**Gate families picked out**

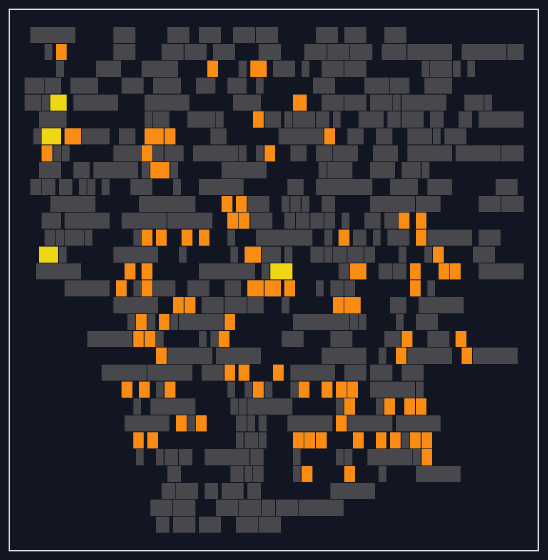
**The clock network**

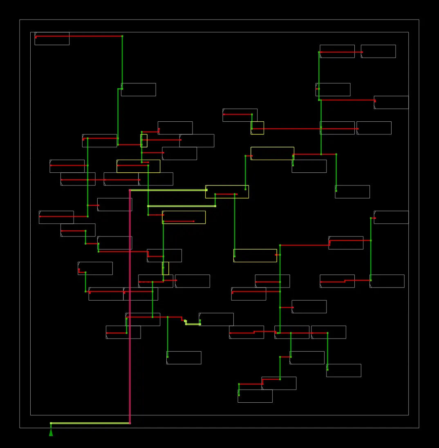
==> src/rtl/mips_tag_pkg.sv <==
// mips_tag_pkg
// Shared definitions for the tag allocation path of the out-of-order MIPS core.
//   TAG_WIDTH / NUM_TAGS : tag width in bits and number of tags (= tag FIFO depth)
//   CNT_WIDTH            : width of a free-tag count (must hold 0..NUM_TAGS)
//   tag_t                : one physical tag
//   tag_state_e          : allocation controller FSM states
package mips_tag_pkg;

  localparam int TAG_WIDTH = 5;
  localparam int NUM_TAGS  = 32;
  localparam int CNT_WIDTH = 6;

  typedef logic [TAG_WIDTH-1:0] tag_t;

  typedef enum logic {
    S_INIT = 1'b0,
    S_RUN  = 1'b1
  } tag_state_e;

endpackage

==> src/rtl/tag_outstanding_map.sv <==
// tag_outstanding_map
// One bit per tag, set while the tag is held by the pipeline (granted and not
// yet returned). Lookup is purely combinational off the registered map.
// Ports:
//   clock, reset            : clock, synchronous active-high reset (clears map)
//   set_en_i, set_tag_i     : mark a tag outstanding
//   clr_en_i, clr_tag_i     : mark a tag returned
//   lookup_tag_i            : tag to query
//   is_outstanding_o        : map bit for lookup_tag_i
module tag_outstanding_map #(
  parameter int TAG_WIDTH = 5,
  parameter int NUM_TAGS  = 32
) (
  input  logic                 clock,
  input  logic                 reset,
  input  logic                 set_en_i,
  input  logic [TAG_WIDTH-1:0] set_tag_i,
  input  logic                 clr_en_i,
  input  logic [TAG_WIDTH-1:0] clr_tag_i,
  input  logic [TAG_WIDTH-1:0] lookup_tag_i,
  output logic                 is_outstanding_o
);

  logic [NUM_TAGS-1:0] map_q;

  for (genvar gi = 0; gi < NUM_TAGS; gi++) begin : g_bit
    always_ff @(posedge clock) begin
      if (reset) begin
        map_q[gi] <= 1'b0;
      end else if (set_en_i && (set_tag_i == TAG_WIDTH'(gi))) begin
        map_q[gi] <= 1'b1;
      end else if (clr_en_i && (clr_tag_i == TAG_WIDTH'(gi))) begin
        map_q[gi] <= 1'b0;
      end
    end
  end

  assign is_outstanding_o = map_q[lookup_tag_i];

endmodule

==> src/rtl/tag_alloc_ctrl.sv <==
// tag_alloc_ctrl
// Sequences the external 32-entry tag FIFO: seeds it with tags 0..NUM_TAGS-1
// after reset, grants tags to dispatch, arbitrates the single FIFO write port
// between the retire bus (fixed priority) and the squash return path, and
// rejects returns that would corrupt the free list (duplicates, overflow).
// Ports:
//   clock, reset                     : clock, synchronous active-high reset
//   disp_req, disp_has_rd            : dispatch request / needs a destination tag
//   disp_grant, disp_stall           : combinational dispatch handshake
//   disp_tag_valid, disp_tag         : allocated tag, one cycle after the FIFO read
//   rb_tag_valid, rb_tag             : retire-bus tag return (no backpressure)
//   sq_valid, sq_tag, sq_ready       : squash tag return with ready
//   fifo_rd_en, fifo_wr_en, fifo_wr_tag, fifo_tag_out : tag FIFO interface
//   free_cnt                         : tags currently held in the FIFO
//   err_overflow, err_dup            : sticky error flags, cleared by reset
module tag_alloc_ctrl #(
  parameter int TAG_WIDTH = 5,
  parameter int NUM_TAGS  = 32
) (
  input  logic                 clock,
  input  logic                 reset,
  input  logic                 disp_req,
  input  logic                 disp_has_rd,
  output logic                 disp_grant,
  output logic                 disp_stall,
  output logic                 disp_tag_valid,
  output logic [TAG_WIDTH-1:0] disp_tag,
  input  logic [TAG_WIDTH-1:0] rb_tag,
  input  logic                 rb_tag_valid,
  input  logic [TAG_WIDTH-1:0] sq_tag,
  input  logic                 sq_valid,
  output logic                 sq_ready,
  output logic                 fifo_rd_en,
  output logic                 fifo_wr_en,
  output logic [TAG_WIDTH-1:0] fifo_wr_tag,
  input  logic [TAG_WIDTH-1:0] fifo_tag_out,
  output logic [5:0]           free_cnt,
  output logic                 err_overflow,
  output logic                 err_dup
);

  import mips_tag_pkg::*;

  localparam logic [CNT_WIDTH-1:0] FULL_CNT = CNT_WIDTH'(NUM_TAGS);
  localparam logic [TAG_WIDTH-1:0] LAST_TAG = TAG_WIDTH'(NUM_TAGS - 1);

  tag_state_e           state_q;
  logic [TAG_WIDTH-1:0] init_cnt_q;
  logic [CNT_WIDTH-1:0] free_cnt_q;
  logic                 disp_tag_valid_q;
  logic                 err_dup_q;
  logic                 err_overflow_q;

  logic                 in_run;
  logic                 cnt_empty;
  logic                 cnt_full;
  logic                 rd_ok;
  logic                 ret_valid;
  logic [TAG_WIDTH-1:0] ret_tag;
  logic                 ret_outstanding;
  logic                 ret_ok;
  logic                 wr_fire;
  logic                 rd_fire;

  assign in_run    = (state_q == S_RUN);
  assign cnt_empty = (free_cnt_q == '0);
  assign cnt_full  = (free_cnt_q == FULL_CNT);

  // Dispatch: only instructions with a destination consume a tag.
  assign rd_ok      = in_run && disp_req && disp_has_rd && !cnt_empty;
  assign disp_grant = in_run && disp_req && (!disp_has_rd || !cnt_empty);
  assign disp_stall = disp_req && (!in_run || (disp_has_rd && cnt_empty));

  // Return arbitration: the retire bus always wins; squash waits for a free slot.
  assign sq_ready  = in_run && !rb_tag_valid;
  assign ret_valid = in_run && (rb_tag_valid || sq_valid);
  assign ret_tag   = rb_tag_valid ? rb_tag : sq_tag;
  assign ret_ok    = ret_valid && ret_outstanding && !cnt_full;

  // FIFO strobes are held low during reset so the FIFO sees no stray access
  // while it is being reset alongside this block.
  assign wr_fire     = !reset && (!in_run || ret_ok);
  assign rd_fire     = !reset && rd_ok;
  assign fifo_wr_en  = wr_fire;
  assign fifo_rd_en  = rd_fire;
  assign fifo_wr_tag = in_run ? ret_tag : init_cnt_q;

  // The FIFO output is already registered, so the tag is forwarded directly.
  assign disp_tag_valid = disp_tag_valid_q;
  assign disp_tag       = disp_tag_valid_q ? fifo_tag_out : '0;
  assign free_cnt       = free_cnt_q;
  assign err_dup        = err_dup_q;
  assign err_overflow   = err_overflow_q;

  tag_outstanding_map #(
    .TAG_WIDTH (TAG_WIDTH),
    .NUM_TAGS  (NUM_TAGS)
  ) u_map (
    .clock            (clock),
    .reset            (reset),
    .set_en_i         (disp_tag_valid_q),
    .set_tag_i        (fifo_tag_out),
    .clr_en_i         (ret_ok),
    .clr_tag_i        (ret_tag),
    .lookup_tag_i     (ret_tag),
    .is_outstanding_o (ret_outstanding)
  );

  always_ff @(posedge clock) begin
    if (reset) begin
      state_q          <= S_INIT;
      init_cnt_q       <= '0;
      free_cnt_q       <= '0;
      disp_tag_valid_q <= 1'b0;
      err_dup_q        <= 1'b0;
      err_overflow_q   <= 1'b0;
    end else begin
      disp_tag_valid_q <= rd_fire;

      // Simultaneous read and write cancel out.
      if (wr_fire && !rd_fire) begin
        free_cnt_q <= free_cnt_q + 1'b1;
      end else if (rd_fire && !wr_fire) begin
        free_cnt_q <= free_cnt_q - 1'b1;
      end

      unique case (state_q)
        S_INIT: begin
          init_cnt_q <= init_cnt_q + 1'b1;
          if (init_cnt_q == LAST_TAG) begin
            state_q <= S_RUN;
          end
          // Nothing can be outstanding yet, so any retire is a duplicate.
          if (rb_tag_valid) begin
            err_dup_q <= 1'b1;
          end
        end
        S_RUN: begin
          if (ret_valid && !ret_outstanding) begin
            err_dup_q <= 1'b1;
          end
          if (ret_valid && cnt_full) begin
            err_overflow_q <= 1'b1;
          end
        end
        default: state_q <= S_INIT;
      endcase
    end
  end

endmodule

==> config.mk <==
export PLATFORM = sky130hd
export DESIGN_NAME = tag_alloc_ctrl
export DESIGN_NICKNAME = d
export VERILOG_FILES = /design/src/rtl/mips_tag_pkg.sv /design/src/rtl/tag_outstanding_map.sv /design/src/rtl/tag_alloc_ctrl.sv
export SDC_FILE = /design/constraint.sdc
export NUM_CORES = 1
export LEC_CHECK = 0
export CAP_MARGIN = 10
export CORE_AREA = 2 2 83 85
export CTS_BUF_LIST = sky130_fd_sc_hd__clkbuf_16
export CTS_CLUSTER_DIAMETER = 120
export DETAILED_ROUTE_END_ITERATION = 8
export DIE_AREA = 0 0 85 87
export SYNTH_ARGS = -nofsm -noshare
export SYNTH_HDL_FRONTEND = slang
export SYNTH_HIERARCHICAL = 1
export SYNTH_SLANG_ARGS = --single-unit
==> constraint.sdc <==
create_clock -name clock -period 5 [get_ports clock]
set_clock_uncertainty 0.15 [all_clocks]
set_input_delay 1 -clock clock [delete_from_list [all_inputs] [get_ports clock]]
set_output_delay 1 -clock clock [all_outputs]
set_load 0.02 [all_outputs]
==> out/metrics.yaml <==
status: "finished clean"
critical-path-slowest-cell: "clkdlybuf4s50_1"
tritoncts: "built"
max-vdd-ir-drop_mv: 0.198
end_kind: "flip-flop"
dp_hpwl_um: 5240
largest_area_cell: "dfxtp_1"
wl_per_cell_um: 15.4
topCellsByArea: "dfxtp_1 36%, a21oi_1 8.1%, mux2i_1 7.3%, nand2_1 7.2%, o21ai_0 6.3%"
leakage_nw: 1.23
required_ns: 5.02
powerSeq_mw: 0.398
xor_area_share_pct: 2.02
crit_arrival_ns: 4.67
finish.utilization_pct: 50.6
min_period_ns: 4.65
min_period_over_period_pct: 93.0
min_path_type: "flip-flop to flip-flop"
p_sw_mw: 0.250
portBuffers: 44
coreArea_um2: 6570
gr-usage-all-layers_pct: 19.5
power_mw: 0.906
fin_ws_ns: 0.348
pg_clk_mw: 0.322
slew_headroom_pct: 44.9
synthDistinctLibCells: 46
ys_sh_mux_pct: 11.6
layout-drive-gt1-share_pct: 10.1
clock.latency.late_pin_ns: 0.28
worst_path_most_repeated_cell: "a21oi_1"
met3WireLength_um: 221
synth-main-ff-cell: "dfxtp_1"
cts_sinks: 47
rsz0062_at_grt: "false"
use_met1_pct: 26.3
compound_area_share_pct: 18.7
grt_use_met2_pct: 32.2
die_h_um: 87
dr.first_iter.drc_count: 131
warning_count: 26
ys_async_sr_fraction_pct: 0
h-tree-depth: 2
-- 'gate families picked out' (at the start) --
| colour | family | cells |
|---|---|---|
| orange | inverting AOI/OAI gates | 85 |
| yellow | AND-OR and OR-AND gates | 4 |
post-route insts no fill: 458
dominant logic cell type in the layout: nand2_1

-- 'the clock network' (at the start) --
flip-flops: 47
CTS buffer count: 5

[area by class of cell]
class / instances / share of cell area, %
clock buffers: 5 / 3.77
clock inverters: 3 / 0.452
inverters: 4 / 0.452
multi-input cells: 259 / 47.2
flip-flops and latches: 47 / 28.3
well taps: 80 / 3.01
repair buffers: 60 / 16.8
[path summary, 6_finish.rpt]
kind	from	end	depth (start not counted)
max	rb_tag_valid	free_cnt[4]	17
min	u_map/map_q[21]	u_map/map_q[21]	2
max reg2reg	free_cnt[0]	free_cnt[4]	11
min reg2reg	u_map/map_q[21]	u_map/map_q[21]	2
[sequential cells by signal, indices dropped and copies added, names as in the netlist]
name            flops
err_overflow        1
init_cnt_q          5
in_run              1
disp_tag_valid      1
err_dup             1
free_cnt            6
u_map/map_q        32
